### config.mk
export PLATFORM = sky130hd
export DESIGN_NAME = io_bus_ctrl
export DESIGN_NICKNAME = d
export VERILOG_FILES = /design/src/rtl/io_bus_ctrl_pkg.sv /design/src/rtl/io_timeout_cnt.sv /design/src/rtl/io_bus_ctrl.sv
export SDC_FILE = /design/constraint.sdc
export NUM_CORES = 1
export LEC_CHECK = 0
export CORE_MARGIN = 2
export CORE_UTILIZATION = 45
export DETAILED_ROUTE_END_ITERATION = 6
export PLACE_DENSITY = 0.79
export SETUP_SLACK_MARGIN = 0.15
export SLEW_MARGIN = 20
export SYNTH_ARGS = -nofsm -noshare
export SYNTH_HDL_FRONTEND = slang
export SYNTH_SLANG_ARGS = --single-unit
### constraint.sdc
create_clock -name clk -period 2.5 [get_ports clk]
set_input_delay 0.625 -clock clk [delete_from_list [all_inputs] [get_ports clk]]
set_output_delay 0.625 -clock clk [all_outputs]
set_load 0.1 [all_outputs]
### src/rtl/io_bus_ctrl_pkg.sv
// Shared definitions for the I/O bus sequencer: state encodings, counter width and defaults.
// The optional turnaround state is only reachable when IO_BUS_TURNAROUND_EN is defined.
package io_bus_ctrl_pkg;

   typedef enum logic [2:0] {
      IDLE   = 3'd0,
      SETUP  = 3'd1,
      STROBE = 3'd2,
      DONE   = 3'd3,
      TURN   = 3'd4
   } state_t;

   localparam int unsigned CNT_W           = 8;
   localparam int unsigned DEFAULT_WIDTH   = 16;
   localparam int unsigned DEFAULT_NPORTS  = 4;
   localparam int unsigned DEFAULT_TIMEOUT = 15;

endpackage

### src/rtl/io_timeout_cnt.sv
// 8-bit saturating wait counter with clear/enable and a terminal-count flag.
// tc_c is high when the next enabled increment would reach TIMEOUT.
module io_timeout_cnt
   import io_bus_ctrl_pkg::*;
#(
   parameter int unsigned TIMEOUT = DEFAULT_TIMEOUT
) (
   input  logic clk,
   input  logic reset,
   input  logic clr,
   input  logic en,
   output logic tc_c
);

   logic [CNT_W-1:0] count;

   always_ff @(posedge clk or posedge reset) begin
      if (reset) begin
         count <= '0;
      end else if (clr) begin
         count <= '0;
      end else if (en && (count != {CNT_W{1'b1}})) begin
         count <= count + CNT_W'(1);
      end
   end

   // Terminal when this wait cycle is the TIMEOUT-th one since the clear.
   always_comb begin
      tc_c = (count >= CNT_W'(TIMEOUT - 1));
   end

endmodule

### src/rtl/io_bus_ctrl.sv
// Sequencer for the shared bidirectional I/O bus: setup, strobe with wait states, done.
// Define IO_BUS_TURNAROUND_EN to insert a bus-idle TURN cycle after every write.
module io_bus_ctrl
   import io_bus_ctrl_pkg::*;
#(
   parameter  int unsigned WIDTH   = DEFAULT_WIDTH,
   parameter  int unsigned NPORTS  = DEFAULT_NPORTS,
   parameter  int unsigned TIMEOUT = DEFAULT_TIMEOUT,
   localparam int unsigned AW      = (NPORTS > 1) ? $clog2(NPORTS) : 1
) (
   input  logic              clk,
   input  logic              reset,
   input  logic              req,
   input  logic              we,
   input  logic [AW-1:0]     addr,
   input  logic [WIDTH-1:0]  wdata,
   output logic [WIDTH-1:0]  rdata,
   output logic              stall,
   output logic              done,
   output logic              err,
   output logic              oe,
   output logic [WIDTH-1:0]  bus_out,
   input  logic [WIDTH-1:0]  bus_in,
   output logic [NPORTS-1:0] port_sel,
   output logic              port_rd,
   output logic              port_wr,
   input  logic              port_ready
);

   state_t              state;
   state_t              next_state;
   logic                we_q;
   logic [AW-1:0]       addr_q;
   logic                txn_we;
   logic [AW-1:0]       txn_addr;
   logic [NPORTS-1:0]   sel_d;
   logic                rd_d;
   logic                wr_d;
   logic                oe_d;
   logic                done_d;
   logic                cnt_clr;
   logic                cnt_en;
   logic                tc_c;

   io_timeout_cnt #(
      .TIMEOUT (TIMEOUT)
   ) u_timeout_cnt (
      .clk   (clk),
      .reset (reset),
      .clr   (cnt_clr),
      .en    (cnt_en),
      .tc_c  (tc_c)
   );

   always_ff @(posedge clk or posedge reset) begin
      if (reset) begin
         state <= IDLE;
      end else begin
         state <= next_state;
      end
   end

   // Next state, stall, and next values of the registered bus outputs.
   always_comb begin
      next_state = state;
      stall      = 1'b0;
      cnt_clr    = 1'b0;
      cnt_en     = 1'b0;
      txn_we     = we_q;
      txn_addr   = addr_q;
      sel_d      = '0;
      rd_d       = 1'b0;
      wr_d       = 1'b0;
      oe_d       = 1'b0;
      done_d     = 1'b0;

      case (state)
         IDLE: begin
            stall    = req;
            txn_we   = we;
            txn_addr = addr;
            if (req) begin
               next_state = SETUP;
            end
         end
         SETUP: begin
            stall      = 1'b1;
            cnt_clr    = 1'b1;
            next_state = STROBE;
         end
         STROBE: begin
            stall = 1'b1;
            if (port_ready) begin
               next_state = DONE;
            end else begin
               cnt_en = 1'b1;
               if (tc_c) begin
                  next_state = DONE;
               end
            end
         end
         DONE: begin
`ifdef IO_BUS_TURNAROUND_EN
            next_state = we_q ? TURN : IDLE;
`else
            next_state = IDLE;
`endif
         end
`ifdef IO_BUS_TURNAROUND_EN
         TURN: begin
            stall      = req;
            next_state = IDLE;
         end
`endif
         default: begin
            next_state = IDLE;
         end
      endcase

      // Outputs are decoded from the state being entered so they register cleanly.
      case (next_state)
         SETUP: begin
            sel_d = NPORTS'(1) << txn_addr;
            oe_d  = txn_we;
         end
         STROBE: begin
            sel_d = NPORTS'(1) << txn_addr;
            rd_d  = ~txn_we;
            wr_d  = txn_we;
            oe_d  = txn_we;
         end
         DONE: begin
            done_d = 1'b1;
            oe_d   = txn_we;
         end
         default: begin
         end
      endcase
   end

   always_ff @(posedge clk or posedge reset) begin
      if (reset) begin
         port_sel <= '0;
         port_rd  <= 1'b0;
         port_wr  <= 1'b0;
         oe       <= 1'b0;
         done     <= 1'b0;
      end else begin
         port_sel <= sel_d;
         port_rd  <= rd_d;
         port_wr  <= wr_d;
         oe       <= oe_d;
         done     <= done_d;
      end
   end

   // Transaction capture, read data and timeout error.
   always_ff @(posedge clk or posedge reset) begin
      if (reset) begin
         we_q    <= 1'b0;
         addr_q  <= '0;
         bus_out <= '0;
         rdata   <= '0;
         err     <= 1'b0;
      end else begin
         if ((state == IDLE) && req) begin
            we_q   <= we;
            addr_q <= addr;
            err    <= 1'b0;
            if (we) begin
               bus_out <= wdata;
            end
         end
         if (state == STROBE) begin
            if (port_ready) begin
               if (!we_q) begin
                  rdata <= bus_in;
               end
            end else if (tc_c) begin
               err <= 1'b1;
               if (!we_q) begin
                  rdata <= '1;
               end
            end
         end
      end
   end

endmodule

Met3 routing:
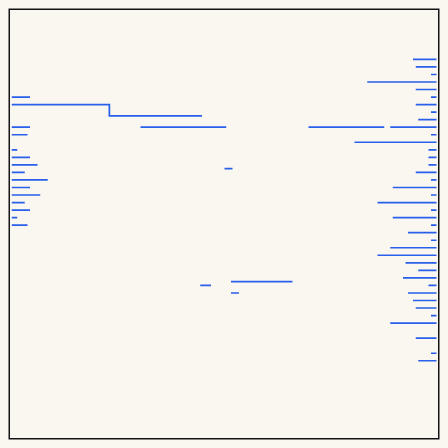
The longest straight run is 17.5 um. The wires run mostly horizontal.
Total Wirelength: 5.073 mm
Vias: 1808

Where the registers sit:
Other sequential cells in the stronger gray, the rest of the logic in the fainter gray.
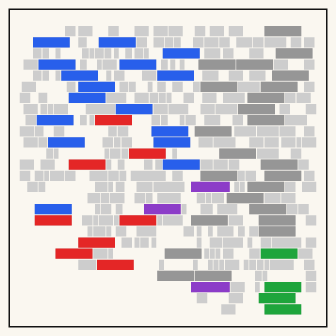
Key: blue = rdata [flops 16]; purple = state [flops 3]; green = port_sel [flops 4, where bottom right]; red = u_timeout_cnt.count [flops 8]
fraction of area in registers: 41.62%
Final Core Density: 64.46%
Reg area: 1379 um2
power in sequential cells: 0.00132 W

Congestion heat map:
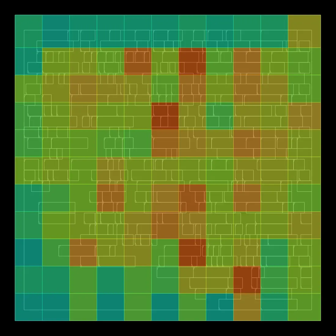
M2 GR Usage: 29.22%
M3 GR Usage: 4.353%

==> results_dict.tcl <==
# implementation run metrics
set metrics [dict create \
    crit_start "state[1]" \
    sh_comb_area_pct 29.04 \
    critPathCapture "stall" \
    r2r-end "bus_out[5]" \
    cts_root_buf "clkbuf_8" \
    maxCapViolations 0 \
    synth_top_cell_by_count "dfrtp_1" \
    viasPerCell 4.967 \
    async_reset_ff_share_pct 100.0 \
    fin_crit_ns 2.261 \
    drt-wirelength-per-cell_um 13.94 \
    ys_chip_area_um2 2415 \
    hold_path.class "flop to flop" \
    synth-xor-area-share_pct 1.451 \
    holdWs_ns 0.4851 \
    end_kind "output pin" \
    top_area_cell_class "flip-flops and latches" \
    dpl.cell_count 355 \
    core_area_um2 5140 \
    n_fill_cell 419 \
    combPwrFrac_pct 58.6 \
    swShare_pct 56.29 \
    io_pins 81 \
    cp_top_family "simple AND/OR/NAND/NOR gates" \
    cts_tree "built" \
    mi_logic_area_um2 962.2 \
    area_leaders "dfrtp_1 57%, mux2_4 5.6%, nand2_1 5.1%" \
    die_h_um 77.26 \
    wl_met2_mm 2.388 \
    status "finished, final reports clean" \
    cp_slowest_cell "or4b_4" \
    first_global_vias 1773 \
    stdcell_count 364 \
    ys_warn_count 0 \
    muxShareOfSynthArea_pct 10.10 \
    final_nets 334 \
    clock-sinks 55 \
    p_leak_nw 1.589 \
    crit_cells 3 \
    netlist_top_cells_count "55 x dfrtp_1, 33 x nand2_1, 16 x nor2b_1, 16 x o21ai_0, 10 x nor2_1" \
    gp_congestion 0.7827 \
    max_clock_freq_mhz 442.2 \
    place_worst_setup_slack_ns -0.03258 \
    worstSetupStartpointType "flop" \
    slew_headroom_pct 63.58 \
    worstHoldPathCells 2 \
    pwr-share-clk_pct 10.9 \
    cpPeakStageDelay_ns 0.57 \
    syn_area_um2 2415 \
    areaGrowthSynthToFinish_pct 37.20 \
    dieArea_um2 5968 \
    dp_hpwl_mm 3.818 \
    portBuffers 80 \
    top_cell_area_share_pct 56.99 \
    setup_ws_ns 0.2387 \
    final-nonclk-buf-share_pct 23.30 \
    tightest_slew_ns 0.5424 \
    ys_sh_adder_pct 1.036 \
    critical_path_class "flop to output pin" \
    clk_latency_ns 0.30 \
    cts_made_buffers 5 \
    htreeDepth 2 \
    hold-path-endpoint "addr_q[0]" \
]
[logic make-up (layout without fill, tap and decap cells)]
| family | after synthesis | after routing |
|---|---|---|
| AND-OR/OR-AND | 32 | 32 |
| XOR/XNOR | 4 | 4 |
| adder cells (fa/ha/maj) | 2 | 2 |
| buffers and inverters | 16 | 101 |
| flip-flops | 55 | 55 |
| multiplexers | 19 | 19 |
| other | 1 | 1 |
| AND/OR/NAND/NOR | 80 | 80 |
[cells in the final DEF, fill, tap and decap left out, types with 2 or more instances in the layout]
cell type,synthesis,layout
inv_1,4,3
mux2_2,7,7
nor2_1,10,10
nand2_1,33,33
clkbuf_8,0,5
nand3_1,3,3
dfrtp_2,0,2
nor2b_1,16,16
buf_4,0,47
mux2i_1,3,3
buf_12,1,2
nand4_1,3,3
dfrtp_1,55,53
mux2_4,9,9
xnor2_1,3,3
o31ai_1,3,3
ha_1,2,2
nor3_1,3,3
or4_1,2,2
inv_2,1,2
clkdlybuf4s50_1,0,37
o211ai_1,2,2
o21ai_0,16,15
o21ai_1,3,3
a21oi_1,3,3
nor4bb_1,2,2
[metrics by stage]
stage / area [um2] / setup TNS [ns]
finish: 3313 / 0
global route: 3313 / 0
CTS: 3311 / 0
detailed placement: 3208 / -0.03258
global placement: 3208 / -0.01666
floorplan: 2419 / 0
[state kept, by name (all words and copies together) (netlist names), 2 cells and up]
signal and cells:
bus_out 16, u_timeout_cnt.count 8, state 3, addr_q 2, port_sel 4, rdata 16
[layer usage]
metal  vias up  GRT usage [%]
li1        884              -
met5         -              0
met1       857          23.79
met3         5          4.353
met2        62          29.22
met4         0          5.357
[worst register-to-register path, cell delays in order (launching register included)]
cell	delay, ns
dfrtp_2	0.48
or4b_4	0.57
buf_4	0.19
inv_6	0.06
nand2_4	0.16
mux2_4	0.36
Power figures rest on the tool's default switching activity, not on a simulated workload.
